### config.mk
export PLATFORM = sky130hd
export DESIGN_NAME = down_counter_timer
export DESIGN_NICKNAME = d
export VERILOG_FILES = /design/src/rtl/down_counter_timer.sv
export SDC_FILE = /design/constraint.sdc
export NUM_CORES = 1
export LEC_CHECK = 0
export ABC_AREA = 0
export CORE_MARGIN = 2
export CORE_UTILIZATION = 54
export CTS_CLUSTER_DIAMETER = 50
export DETAILED_ROUTE_END_ITERATION = 16
export PLACE_DENSITY = 0.92
export SLEW_MARGIN = 10
export SYNTH_ARGS = -nofsm -noshare
export SYNTH_HDL_FRONTEND = slang
export SYNTH_SLANG_ARGS = --single-unit
### constraint.sdc
create_clock -name clock -period 2.75 [get_ports clock]
set_input_delay 0.6875 -clock clock [delete_from_list [all_inputs] [get_ports clock]]
set_output_delay 0.6875 -clock clock [all_outputs]
set_load 0.01 [all_outputs]
### src/rtl/down_counter_timer.sv
// -----------------------------------------------------------------------------
// down_counter_timer
//
// A loadable timer that counts down. It loads a start value, decrements on
// enabled clock ticks (optionally prescaled) and pulses `done` for one cycle
// when it expires. It supports one-shot and auto-reload modes and can be
// aborted. Control FSMs use it as a timeout or interval generator.
//
// Parameters
//   WIDTH     bit width of load_value and count
//   PRESCALE  enabled cycles per decrement (>= 1)
//
// Ports
//   clock        rising-edge clock for all state
//   reset        asynchronous active-low reset
//   start        load load_value and begin counting (restart when running)
//   load_value   initial / reload count, sampled only while start=1
//   enable       tick qualifier; prescaler and count advance only when 1
//   auto_reload  1: reload on expiry and keep running, 0: one-shot
//   abort        return to IDLE without producing done
//   count        remaining count (registered)
//   busy         1 while in RUN (registered)
//   done         one-cycle expiry pulse (registered)
//
// Priority at every edge: abort > start > decrement.
// -----------------------------------------------------------------------------
module down_counter_timer #(
   parameter int WIDTH    = 8,
   parameter int PRESCALE = 1
) (
   input  logic             clock,
   input  logic             reset,
   input  logic             start,
   input  logic [WIDTH-1:0] load_value,
   input  logic             enable,
   input  logic             auto_reload,
   input  logic             abort,
   output logic [WIDTH-1:0] count,
   output logic             busy,
   output logic             done
);

   // The prescaler needs at least one bit even when PRESCALE=1. In that case
   // it stays at 0, and every enabled cycle is a decrement tick.
   localparam int             PW      = (PRESCALE > 1) ? $clog2(PRESCALE) : 1;
   localparam logic [PW-1:0]  PS_LAST = PW'(PRESCALE - 1);

   typedef enum logic {
      IDLE = 1'b0,
      RUN  = 1'b1
   } state_t;

   state_t           state;
   logic [WIDTH-1:0] count_reg;
   logic [WIDTH-1:0] reload_reg;
   logic [PW-1:0]    prescale_reg;
   logic             busy_reg;
   logic             done_reg;

   always_ff @(posedge clock or negedge reset) begin
      if (!reset) begin
         state        <= IDLE;
         count_reg    <= '0;
         reload_reg   <= '0;
         prescale_reg <= '0;
         busy_reg     <= 1'b0;
         done_reg     <= 1'b0;
      end else begin
         // done is a pulse. Only an expiry or a zero-length start raises it.
         done_reg <= 1'b0;

         if (abort) begin
            state        <= IDLE;
            busy_reg     <= 1'b0;
            count_reg    <= '0;
            prescale_reg <= '0;
         end else if (start) begin
            prescale_reg <= '0;
            if (load_value != '0) begin
               count_reg  <= load_value;
               reload_reg <= load_value;
               state      <= RUN;
               busy_reg   <= 1'b1;
            end else begin
               // A zero-length timer expires at once and never enters RUN.
               done_reg  <= 1'b1;
               count_reg <= '0;
               state     <= IDLE;
               busy_reg  <= 1'b0;
            end
         end else if (state == RUN && enable) begin
            if (prescale_reg != PS_LAST) begin
               prescale_reg <= prescale_reg + 1'b1;
            end else begin
               prescale_reg <= '0;
               if (count_reg > WIDTH'(1)) begin
                  count_reg <= count_reg - WIDTH'(1);
               end else if (count_reg == WIDTH'(1)) begin
                  // Expiry. In auto-reload mode the reload happens on this
                  // same edge, so there is no gap between periods.
                  done_reg <= 1'b1;
                  if (auto_reload) begin
                     count_reg <= reload_reg;
                  end else begin
                     count_reg <= '0;
                     state     <= IDLE;
                     busy_reg  <= 1'b0;
                  end
               end
               // count_reg==0 cannot occur in RUN. The timer never wraps.
            end
         end
      end
   end

   assign count = count_reg;
   assign busy  = busy_reg;
   assign done  = done_reg;

endmodule

**Run 1: metal 3**

The bar under the picture is 20 microns long.
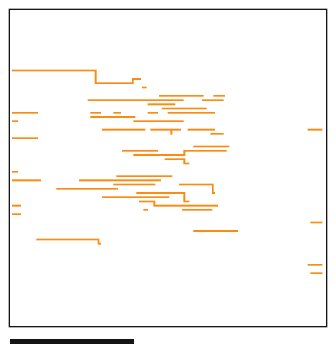
share of all routed wire: 8.9%
main direction: horizontal
nets with wire on the layer: 40

**Run 1: met2 routing**

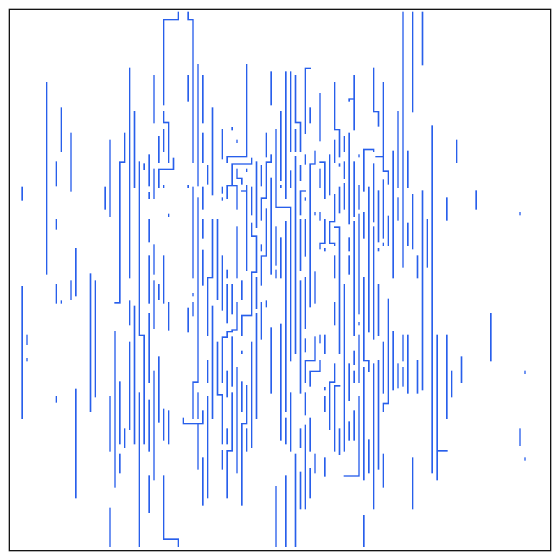
longest straight run: 32.6 microns
wire length on this layer: 1410 microns
main direction: vertical
Final Routed Wirelength: 2910 microns
met2 global-route usage: 0.399

**Run 1: metal 1**

The bar under the picture is 20 microns long.
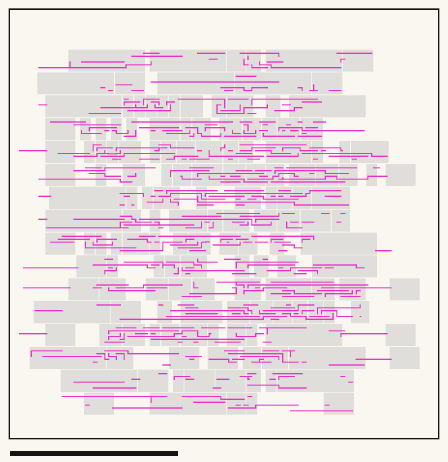
share of all routed wire: 42%
nets with wire on the layer: 153

**Run 1: the clock network**

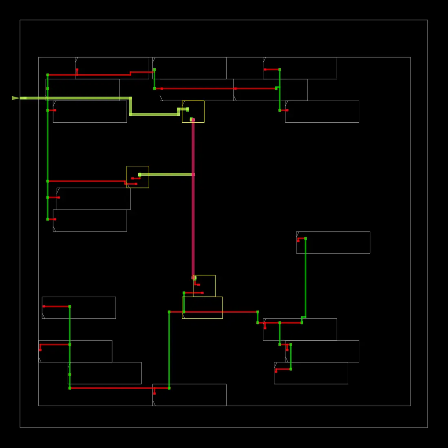
final setup skew: 0.0114 ns
clock buffers created by TritonCTS: 3
clock network power consumption: 166 uW
clk sink count: 18
clock latency on the worst-skew pair: 0.30 ns

==> run_summary.xml, run 1 <==
<?xml version="1.0" encoding="UTF-8"?>
<metrics>
  <group name="status">
    <metric name="status" unit="">complete, no violations</metric>
  </group>
  <group name="power">
    <metric name="report.power.total" unit="uW">774</metric>
    <metric name="peak_supply_drop" unit="uV">375</metric>
    <metric name="power.sequential.fraction" unit="">0.439</metric>
    <metric name="internal_power" unit="uW">501</metric>
    <metric name="comb-power" unit="uW">269</metric>
    <metric name="comb_power_share" unit="">0.347</metric>
    <metric name="power.largest_group" unit="">registers</metric>
  </group>
  <group name="yosys">
    <metric name="synthArstFlopShare" unit="">1.00</metric>
    <metric name="postSynthCellCount" unit="">135</metric>
    <metric name="seq_area_frac_synth" unit="">0.379</metric>
    <metric name="ys_types" unit="">48</metric>
    <metric name="yosys.stat.chipArea" unit="sq um">1190</metric>
    <metric name="yosys_register_bits" unit="">18</metric>
    <metric name="ys_dominant_reg_cell" unit="">sky130_fd_sc_hd__dfrtp_1</metric>
    <metric name="synthesis.nets" unit="">151</metric>
  </group>
  <group name="global_route">
    <metric name="vias_in_the_first_global_route" unit="">1130</metric>
    <metric name="gr-usage-met1" unit="">0.353</metric>
  </group>
  <group name="finish">
    <metric name="final_cell_count_no_fill" unit="">185</metric>
    <metric name="multiInputGateArea" unit="sq um">664</metric>
    <metric name="flop_area" unit="sq um">450</metric>
    <metric name="area_share_clock_buf_inv" unit="">0.0249</metric>
    <metric name="nets" unit="">175</metric>
    <metric name="comb_share" unit="">0.456</metric>
    <metric name="n_clock_buffer" unit="">4</metric>
  </group>
  <group name="critical_path">
    <metric name="timing.setup.critical_path_class" unit="">flip-flop to primary output</metric>
    <metric name="timing.critical_path.to" unit="">count[4]</metric>
    <metric name="worstReg2RegEnd" unit="">count[2]$_DFFE_PN0P_</metric>
    <metric name="timing.critical_path.required" unit="ns">2.06</metric>
    <metric name="worst_path_top_cell_family_by_delay" unit="">buffers and inverters</metric>
    <metric name="critical_path_depth" unit="">1</metric>
    <metric name="ff2ff_setup_slack" unit="ns">0.64</metric>
    <metric name="reg2regPathDepth" unit="">6</metric>
    <metric name="critical_path_arrival" unit="ns">1.49</metric>
  </group>
  <group name="cts">
    <metric name="cts_resized" unit="">0</metric>
    <metric name="clock_tree.htree_level_count" unit="">1</metric>
  </group>
  <group name="routing">
    <metric name="routedWlPerCell" unit="microns">15.8</metric>
    <metric name="wl_on_met1" unit="microns">1230</metric>
    <metric name="top_signal_layer_used" unit="">met4</metric>
    <metric name="iteration_0_drc_count_of_the_detailed_router" unit="">51</metric>
  </group>
  <group name="floorplan">
    <metric name="placeableCoreArea" unit="sq um">2020</metric>
    <metric name="well_tap_count" unit="">27</metric>
    <metric name="floorplanUtilization" unit="">0.587</metric>
  </group>
  <group name="min_path">
    <metric name="min_to" unit="">reload_reg[0]$_DFFE_PN0P_</metric>
    <metric name="critical_hold_path_startpoint" unit="">reload_reg[0]$_DFFE_PN0P_</metric>
  </group>
  <group name="placement">
    <metric name="place_ws" unit="ns">0.537</metric>
    <metric name="place.port_buffers" unit="">23</metric>
  </group>
</metrics>
==> run 2: changes to the inputs <==
--- a/config.mk
+++ b/config.mk
@@ -7,10 +7,10 @@
 export LEC_CHECK = 0
 export ABC_AREA = 0
 export CORE_MARGIN = 2
-export CORE_UTILIZATION = 54
+export CORE_UTILIZATION = 45
 export CTS_CLUSTER_DIAMETER = 50
 export DETAILED_ROUTE_END_ITERATION = 16
-export PLACE_DENSITY = 0.92
+export PLACE_DENSITY = 0.83
 export SLEW_MARGIN = 10
 export SYNTH_ARGS = -nofsm -noshare
 export SYNTH_HDL_FRONTEND = slang
==> constraint.sdc (replaced) <==
create_clock -name clock -period 2 [get_ports clock]
set_input_delay 0.5 -clock clock [delete_from_list [all_inputs] [get_ports clock]]
set_output_delay 0.5 -clock clock [all_outputs]
set_load 0.01 [all_outputs]
**Run 2: the clock network**

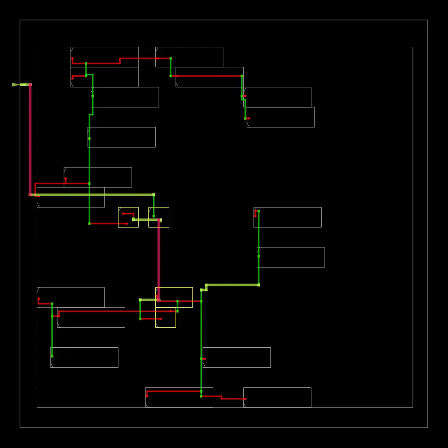
Layout clock buffers: 4
final setup skew: 0.0111 ns
number of sequential storage elements: 18
clock network power consumption: 230 uW

==> run_summary.xml, run 2 <==
<?xml version="1.0" encoding="UTF-8"?>
<metrics>
  <group name="status">
    <metric name="status" unit="">complete, no violations</metric>
  </group>
  <group name="power">
    <metric name="power.sequential.fraction" unit="">0.399</metric>
    <metric name="comb_power_share" unit="">0.396</metric>
    <metric name="peak_supply_drop" unit="uV">637</metric>
    <metric name="report.power.total" unit="mW">1.12</metric>
    <metric name="power.largest_group" unit="">registers</metric>
    <metric name="comb-power" unit="uW">444</metric>
  </group>
  <group name="yosys">
    <metric name="yosys.stat.chipArea" unit="sq um">1190</metric>
    <metric name="ys_types" unit="">48</metric>
    <metric name="synthesis.nets" unit="">151</metric>
    <metric name="synthArstFlopShare" unit="">1.00</metric>
    <metric name="yosys_register_bits" unit="">18</metric>
    <metric name="postSynthCellCount" unit="">135</metric>
    <metric name="ys_dominant_reg_cell" unit="">sky130_fd_sc_hd__dfrtp_1</metric>
    <metric name="seq_area_frac_synth" unit="">0.379</metric>
  </group>
  <group name="critical_path">
    <metric name="reg2regPathDepth" unit="">5</metric>
    <metric name="ff2ff_setup_slack" unit="ns">0.08</metric>
    <metric name="critical_path_arrival" unit="ns">1.44</metric>
    <metric name="critical_path_depth" unit="">2</metric>
    <metric name="worstReg2RegEnd" unit="">count[2]$_DFFE_PN0P_</metric>
    <metric name="timing.setup.critical_path_class" unit="">flip-flop to primary output</metric>
    <metric name="worst_path_top_cell_family_by_delay" unit="">buffers and inverters</metric>
  </group>
  <group name="placement">
    <metric name="dpl-instance-area" unit="sq um">1550</metric>
    <metric name="place_ws" unit="ns">-0.0579</metric>
    <metric name="place.port_buffers" unit="">23</metric>
  </group>
  <group name="routing">
    <metric name="top_signal_layer_used" unit="">met4</metric>
    <metric name="routedWlPerCell" unit="microns">15.6</metric>
    <metric name="postRouteWirelength" unit="microns">3200</metric>
    <metric name="dr_wl_met3" unit="microns">221</metric>
    <metric name="wl_on_met1" unit="microns">1350</metric>
    <metric name="iteration_0_drc_count_of_the_detailed_router" unit="">48</metric>
  </group>
  <group name="cts">
    <metric name="post_cts_buffers" unit="">0</metric>
    <metric name="clock_tree.htree_level_count" unit="">1</metric>
    <metric name="cts_resized" unit="">0</metric>
    <metric name="insertion_delay" unit="ns">0.30</metric>
    <metric name="cts_sinks" unit="">18</metric>
    <metric name="cts-buffers-inserted" unit="">3</metric>
  </group>
  <group name="finish">
    <metric name="multiInputGateArea" unit="sq um">664</metric>
    <metric name="area_share_clock_buf_inv" unit="">0.0229</metric>
    <metric name="flop_area" unit="sq um">450</metric>
    <metric name="nets" unit="">192</metric>
    <metric name="comb_share" unit="">0.418</metric>
    <metric name="final_cell_count_no_fill" unit="">205</metric>
  </group>
  <group name="min_path">
    <metric name="critical_hold_path_startpoint" unit="">reload_reg[3]$_DFFE_PN0P_</metric>
    <metric name="min_to" unit="">reload_reg[3]$_DFFE_PN0P_</metric>
  </group>
  <group name="final_timing">
    <metric name="setup_viol" unit="">0</metric>
    <metric name="slew_worst_pin" unit="ns">0.458</metric>
  </group>
  <group name="global_route">
    <metric name="vias_in_the_first_global_route" unit="">1312</metric>
    <metric name="gr-usage-met1" unit="">0.275</metric>
  </group>
  <group name="floorplan">
    <metric name="floorplanUtilization" unit="">0.475</metric>
    <metric name="chipWidth" unit="microns">55.4</metric>
    <metric name="placeableCoreArea" unit="sq um">2500</metric>
    <metric name="well_tap_count" unit="">30</metric>
  </group>
</metrics>
Power figures rest on the tool's default switching activity, not on a simulated workload.
